--- src/rtl/keypad_scanner.sv ---
// keypad_scanner: scans a 4x4 hex matrix keypad, debounces presses and
// releases, emits one key event per physical press and keeps a two-digit
// history (most recent / previous) for the dual seven-segment display.
module keypad_scanner #(
  parameter int SCAN_PERIOD    = 12000,  // clk cycles per scan tick
  parameter int DEBOUNCE_TICKS = 20      // matching ticks to accept press/release
) (
  input  logic       clk,
  input  logic       reset,      // asynchronous, active-low
  input  logic [3:0] rows,       // active-low, pulled up, asynchronous
  output logic [3:0] cols,       // active-low, one column driven at a time
  output logic [3:0] key_code,
  output logic       key_valid,
  output logic       key_held,
  output logic [3:0] digit_new,
  output logic [3:0] digit_old
);

  localparam int TW = (SCAN_PERIOD > 2) ? $clog2(SCAN_PERIOD) : 1;
  localparam int DW = (DEBOUNCE_TICKS > 2) ? $clog2(DEBOUNCE_TICKS) : 1;
  localparam logic [TW-1:0] TICK_LAST = TW'(SCAN_PERIOD - 1);
  localparam logic [DW-1:0] DEB_LAST  = DW'(DEBOUNCE_TICKS - 1);
  localparam logic [DW-1:0] DEB_ONE   = DW'(1);

  typedef enum logic [1:0] {SCAN, DEBOUNCE, HELD, RELEASE} state_t;

  state_t          state_reg;
  logic [TW-1:0]   tick_cnt_reg;
  logic [DW-1:0]   deb_cnt_reg;
  logic [1:0]      col_idx_reg;
  logic [1:0]      lrow_reg;
  logic [3:0]      rows_meta_reg;
  logic [3:0]      rs_reg;
  logic            tick;
  logic            any_low;
  logic [1:0]      first_low;
  logic            row_high;

  // Two-flop synchronizer per row line; idle (pulled-up) value out of reset.
  genvar gi;
  generate
    for (gi = 0; gi < 4; gi++) begin : g_row_sync
      // Bring each asynchronous row line into the clk domain.
      always_ff @(posedge clk or negedge reset) begin
        if (!reset) begin
          rows_meta_reg[gi] <= 1'b1;
          rs_reg[gi]        <= 1'b1;
        end else begin
          rows_meta_reg[gi] <= rows[gi];
          rs_reg[gi]        <= rows_meta_reg[gi];
        end
      end
    end
  endgenerate

  // Free-running scan timer; it never stops, whatever the FSM is doing.
  always_ff @(posedge clk or negedge reset) begin
    if (!reset) begin
      tick_cnt_reg <= '0;
    end else if (tick) begin
      tick_cnt_reg <= '0;
    end else begin
      tick_cnt_reg <= tick_cnt_reg + TW'(1);
    end
  end

  assign tick = (tick_cnt_reg == TICK_LAST);

  // Lowest-index low row wins when several rows in a column are pressed.
  always_comb begin
    first_low = 2'd3;
    if (!rs_reg[2]) first_low = 2'd2;
    if (!rs_reg[1]) first_low = 2'd1;
    if (!rs_reg[0]) first_low = 2'd0;
  end

  assign any_low  = ~&rs_reg;
  assign row_high = rs_reg[lrow_reg];
  assign cols     = ~(4'b0001 << col_idx_reg);

  // Hex legend of the matrix, indexed by latched row and frozen column.
  function automatic logic [3:0] key_map(input logic [1:0] r, input logic [1:0] c);
    logic [3:0] k;
    case ({r, c})
      4'h0: k = 4'h1;  4'h1: k = 4'h2;  4'h2: k = 4'h3;  4'h3: k = 4'hA;
      4'h4: k = 4'h4;  4'h5: k = 4'h5;  4'h6: k = 4'h6;  4'h7: k = 4'hB;
      4'h8: k = 4'h7;  4'h9: k = 4'h8;  4'hA: k = 4'h9;  4'hB: k = 4'hC;
      4'hC: k = 4'hE;  4'hD: k = 4'h0;  4'hE: k = 4'hF;  default: k = 4'hD;
    endcase
    return k;
  endfunction

  // Scan / debounce / hold / release FSM with registered outputs; all
  // decisions are taken on scan ticks only.
  always_ff @(posedge clk or negedge reset) begin
    if (!reset) begin
      state_reg   <= SCAN;
      deb_cnt_reg <= '0;
      col_idx_reg <= 2'd0;
      lrow_reg    <= 2'd0;
      key_code    <= 4'h0;
      key_valid   <= 1'b0;
      key_held    <= 1'b0;
      digit_new   <= 4'h0;
      digit_old   <= 4'h0;
    end else begin
      key_valid <= 1'b0;
      if (tick) begin
        case (state_reg)
          SCAN: begin
            if (any_low) begin
              lrow_reg    <= first_low;
              deb_cnt_reg <= DEB_ONE;
              state_reg   <= DEBOUNCE;
            end else begin
              col_idx_reg <= col_idx_reg + 2'd1;
            end
          end
          DEBOUNCE: begin
            if (row_high) begin
              state_reg   <= SCAN;
              col_idx_reg <= col_idx_reg + 2'd1;
            end else if (deb_cnt_reg == DEB_LAST) begin
              key_valid <= 1'b1;
              key_held  <= 1'b1;
              key_code  <= key_map(lrow_reg, col_idx_reg);
              digit_new <= key_map(lrow_reg, col_idx_reg);
              digit_old <= digit_new;
              state_reg <= HELD;
            end else begin
              deb_cnt_reg <= deb_cnt_reg + DW'(1);
            end
          end
          HELD: begin
            if (row_high) begin
              deb_cnt_reg <= DEB_ONE;
              state_reg   <= RELEASE;
            end
          end
          default: begin  // RELEASE
            if (!row_high) begin
              state_reg <= HELD;
            end else if (deb_cnt_reg == DEB_LAST) begin
              key_held    <= 1'b0;
              state_reg   <= SCAN;
              col_idx_reg <= col_idx_reg + 2'd1;
            end else begin
              deb_cnt_reg <= deb_cnt_reg + DW'(1);
            end
          end
        endcase
      end
    end
  end

endmodule

--- config.mk ---
export PLATFORM = sky130hd
export DESIGN_NAME = keypad_scanner
export DESIGN_NICKNAME = d
export VERILOG_FILES = /design/src/rtl/keypad_scanner.sv
export SDC_FILE = /design/constraint.sdc
export NUM_CORES = 1
export LEC_CHECK = 0
export ABC_AREA = 1
export CAP_MARGIN = 40
export CORE_ASPECT_RATIO = 0.7
export CORE_MARGIN = 5
export CORE_UTILIZATION = 56
export CTS_CLUSTER_SIZE = 28
export DETAILED_ROUTE_END_ITERATION = 6
export PLACE_DENSITY = 0.79
export SLEW_MARGIN = 20
export SYNTH_ARGS = -nofsm -noshare
export SYNTH_HDL_FRONTEND = slang
export SYNTH_SLANG_ARGS = --single-unit
export TNS_END_PERCENT = 10
--- constraint.sdc ---
create_clock -name clk -period 2.24 [get_ports clk]
set_input_delay 0.56 -clock clk [delete_from_list [all_inputs] [get_ports clk]]
set_output_delay 0.56 -clock clk [all_outputs]
set_load 0.005 [all_outputs]
### M1 wires, run 1

Scale: 3 px per um.
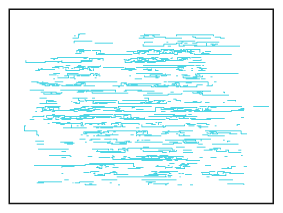
- share of all routed wire: 49%
- longest straight run: 19.8 um

### Sequential cells grouped by signal name, run 1

Scale: 6 px per um. Other sequential cells in the stronger gray, the rest of the logic in the fainter gray.
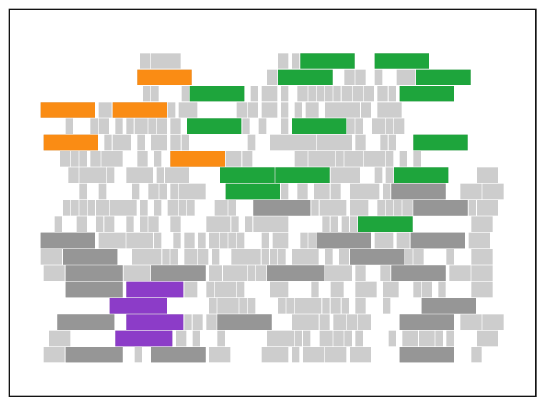
- orange: `deb_cnt_reg` (placed flops 5; where north-west)
- purple: `rs_reg` (placed flops 4; where south-west)
- green: `tick_cnt_reg` (placed flops 14)
- not colored: 20

### Gate-type map, run 1

Scale: 3 px per um.
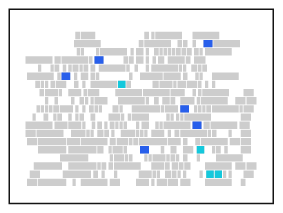
- blue: XOR/XNOR gates (cells 6)
- cyan: AND-OR and OR-AND gates (cells 4; where south-east)

### Close-up of the layout, run 1

Window x 53 to 78, y 36 to 61 um. Cells in gray, sequential cells in the stronger gray; small squares are vias.
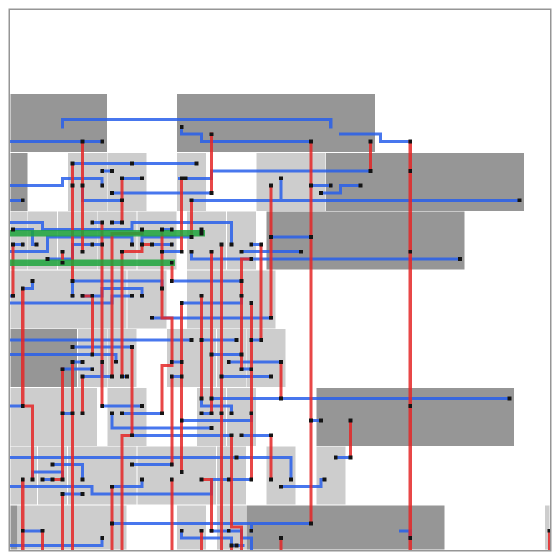
- green: metal 3
- red: metal 2
- blue: metal 1
- netlist names of flops here include: `tick_cnt_reg` (5)
- cells with their middle in the window: 37
- most frequent: inv_1 (7), nand2_1 (6), dfrtp_1 (5)
- sequential cells in the window: 5

==> git commit body, run 1 <==
Update PnR metrics after Yosys + OpenROAD run

- Run status: complete, no violations
- Post-CTS setup repair buffer count: 0
- Per STA, the worst path is made up of inv_1, ha_1, inv_1, clkdlybuf4s50_1.
- According to the cell report, the number of logic gates is 179.
* Crit Reg-Reg Startpoint: state_reg[0]
- Clock transition at the registers of the reported paths: 0.08 ns
- Counting every instance in the synthesized netlist gives 269.
* Min cycle time layout: 2.17 ns
- Flip-flops: 43
- In the final layout, the multi-input gates occupy 1070 sq um.
- Clock latency at the later pin of the worst-skew pair: 0.30 ns
- Data required time at the worst endpoint: 1.68 ns
- Counting the buffers created by CTS gives 5.
* Antenna violations before repair: 0
- Area-dominant class: flip-flops and latches
- Pins over their slew limit in the final report were tallied at 0.
- In the final timing run, aggregate negative setup slack is 0 ns.
- 1st-pass router iterations: 4
- The analysis attributes to cell leakage a power of 1.29 nW.
- Floorplan Core Area: 3990 sq um
- Clock group share of total power: 36.5%
-- run 1: kinds of logic (layout without fill, tap and decap cells) --
| family | count (synthesis) | count (layout) | synth area share [%] |
|---|---|---|---|
| and+or+nand+nor | 118 | 118 | 26.2 |
| buffers and inverters | 47 | 75 | 8.50 |
| DFF | 43 | 43 | 46.1 |
| AOI/OAI and AO/OA | 41 | 41 | 9.46 |
| adders and majority gates | 14 | 14 | 7.44 |
| xor gates and xnor gates | 6 | 6 | 2.23 |
-- run 1: cells in the mapped netlist --
cell,count
sky130_fd_sc_hd__nand2_1,51
sky130_fd_sc_hd__dfrtp_1,35
sky130_fd_sc_hd__buf_4,4
sky130_fd_sc_hd__nand3_2,4
sky130_fd_sc_hd__buf_6,1
sky130_fd_sc_hd__nand3_1,14
sky130_fd_sc_hd__nor2b_2,1
sky130_fd_sc_hd__dfstp_2,8
sky130_fd_sc_hd__o21a_1,4
sky130_fd_sc_hd__ha_1,14
sky130_fd_sc_hd__nor4_1,1
sky130_fd_sc_hd__inv_1,41
sky130_fd_sc_hd__or2_2,2
sky130_fd_sc_hd__nor2_4,2
sky130_fd_sc_hd__nand4_4,1
sky130_fd_sc_hd__a31oi_1,1
sky130_fd_sc_hd__o21ai_1,3
sky130_fd_sc_hd__nand4_1,5
sky130_fd_sc_hd__nor3_4,3
sky130_fd_sc_hd__nand3b_1,1
sky130_fd_sc_hd__nand4_2,1
sky130_fd_sc_hd__nor3_1,2
sky130_fd_sc_hd__clkinv_2,1
sky130_fd_sc_hd__nand2_4,2
sky130_fd_sc_hd__o21ai_0,18
sky130_fd_sc_hd__o21bai_1,1
sky130_fd_sc_hd__o22ai_1,3
sky130_fd_sc_hd__nor2_2,3
sky130_fd_sc_hd__a21oi_1,11
sky130_fd_sc_hd__nor2_1,25
sky130_fd_sc_hd__xor2_1,6
--- run 2 (diff from run 1) ---
--- a/config.mk
+++ b/config.mk
@@ -13,7 +13,8 @@
 export CTS_CLUSTER_SIZE = 28
 export DETAILED_ROUTE_END_ITERATION = 6
 export PLACE_DENSITY = 0.79
-export SLEW_MARGIN = 20
+export REMOVE_ABC_BUFFERS = 1
+export SLEW_MARGIN = 25
 export SYNTH_ARGS = -nofsm -noshare
 export SYNTH_HDL_FRONTEND = slang
 export SYNTH_SLANG_ARGS = --single-unit
==> constraint.sdc (replaced) <==
create_clock -name clk -period 2.05 [get_ports clk]
set_input_delay 0.5125 -clock clk [delete_from_list [all_inputs] [get_ports clk]]
set_output_delay 0.5125 -clock clk [all_outputs]
set_load 0.005 [all_outputs]
### Gate-type map, run 2

Scale: 3 px per um.
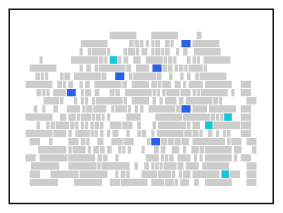
- blue: XOR/XNOR gates (cells 6)
- cyan: AND-OR and OR-AND gates (cells 4)

==> git commit body, run 2 <==
Update PnR metrics after Yosys + OpenROAD run

- Clock transition at the registers of the reported paths: 0.08 ns
- Floorplan Core Area: 3990 sq um
- List of most frequent post-synthesis cells: 51 x sky130_fd_sc_hd__nand2_1, 41 x sky130_fd_sc_hd__inv_1, 35 x sky130_fd_sc_hd__dfrtp_1
- The layout summary lists the proportion of cells stronger than drive strength 1 as 16.8%.
- Antenna violations before repair: 0
* Utilization after layout: 69.8%
* Distinct cells, synth: 31
- 1st-pass router iterations: 4
- The leakage component of the power was reported as 1.36 nW.
- Biggest area cells: sky130_fd_sc_hd__dfrtp_1 37%, sky130_fd_sc_hd__dfstp_2 8.9%, sky130_fd_sc_hd__nand2_1 8.1%, sky130_fd_sc_hd__ha_1 7.4%, sky130_fd_sc_hd__inv_1 6.5%
- Among all cell types in the netlist, the one instantiated most often is sky130_fd_sc_hd__nand2_1.
- Nets still carrying antenna violations after routing amount to 0.
- Counting pins that exceed their max-slew limit in the final report gives 0.
* Data required time at the worst endpoint: 1.54 ns
- After technology mapping, the gate count stands at 269.
- After routing, the total negative slack on setup checks comes to 0 ns.
* Clock latency at the later pin of the worst-skew pair: 0.30 ns
- The flow ran to the end, and the final reports show no timing, DRC or antenna violations.
- Post-layout worst setup margin: 0.0363 ns
- Min cycle time layout: 2.01 ns
- Clock buffer count from CTS: 5
- Async S/R FF share, synth: 100%
- Prevailing post-synth register cell: sky130_fd_sc_hd__dfrtp_1
- Derived from the worst setup path, the maximum achievable clock frequency is 0.497 GHz.
- Global-route met2 utilization: 26.1%
### Close-up of the layout, run 2

Window x 53 to 78, y 36 to 61 um. Cells in gray, sequential cells in the stronger gray; small squares are vias.
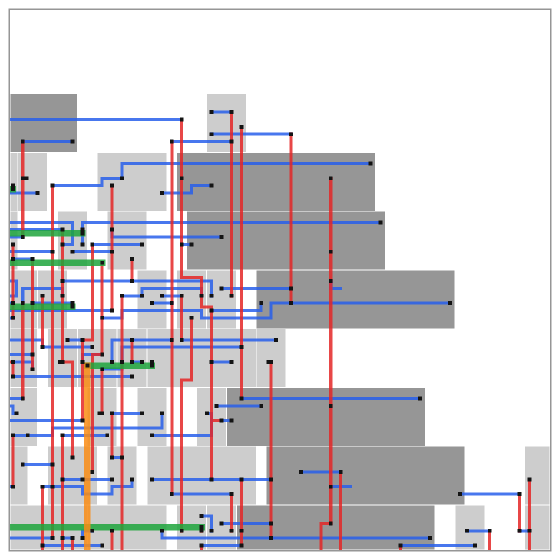
- red: metal 2
- orange: metal 4
- green: metal 3
- blue: metal 1
- netlist names of flops here include: `tick_cnt_reg` (5), `key_valid` (1)
- most frequent: inv_1 (7), nand2_1 (6), dfrtp_1 (6)
- cells with their middle in the window: 34
- sequential cells in the window: 6

-- run 2: cell counts after synthesis --
Identical to the previous run, type by type.
-- run 2: repair_timing --
action	CTS	global route
pin swaps	0	0
endpoints found under the setup margin	4	5
cloned	0	0
resized	5	4
setup buffers	2	4
-- run 2: worst paths after layout --
kind / start / end / slack (ns) / depth (start not counted)
setup / recovery: col_idx_reg[1] / cols[3] / 0.04 / 3
hold / removal: reset / tick_cnt_reg[13] / 0.28 / 2
max in group asynchronous: reset / lrow_reg[0] / 1.39 / 2
setup reg to reg: lrow_reg[0] / deb_cnt_reg[4] / 0.20 / 11
min in group clk: rows_meta_reg[2] / rs_reg[2] / 0.36 / 0
hold reg to reg: rows_meta_reg[2] / rs_reg[2] / 0.36 / 0
-- run 2: report_power, final --
part           total [mW]  switching (mW)  internal [mW]
clock               0.676           0.282          0.394
sequential          0.867         0.00486          0.862
combinational      0.0366          0.0241         0.0126
total                1.58           0.311           1.27
-- run 2: worst max-delay path, stage by stage, from the launching register on --
cell and delay [ns]:
sky130_fd_sc_hd__dfrtp_2 0.45, sky130_fd_sc_hd__ha_1 0.22, sky130_fd_sc_hd__inv_1 0.05, sky130_fd_sc_hd__clkdlybuf4s50_1 0.49
-- run 2: final cells by class --
cell class                 instances  area, sq um  share of cell area, %
sequential                        43         1090                   39.0
tap                               52         65.1                   2.33
clock inverter                     2         35.0                   1.26
inverter                          42          159                   5.70
timing repair buffer              31          285                   10.2
multi-input combinational        179         1070                   38.5
clock buffer                       6         82.6                   2.96
-- run 2: cells by family after synthesis --
group                    after synthesis  synth area share, %
AND/OR/NAND/NOR                      118                 26.2
buffers and inverters                 47                 8.50
flip-flops                            43                 46.1
AND-OR/OR-AND                         41                 9.46
adder cells (fa/ha/maj)               14                 7.44
XOR/XNOR                               6                 2.23
Power figures rest on the tool's default switching activity, not on a simulated workload.
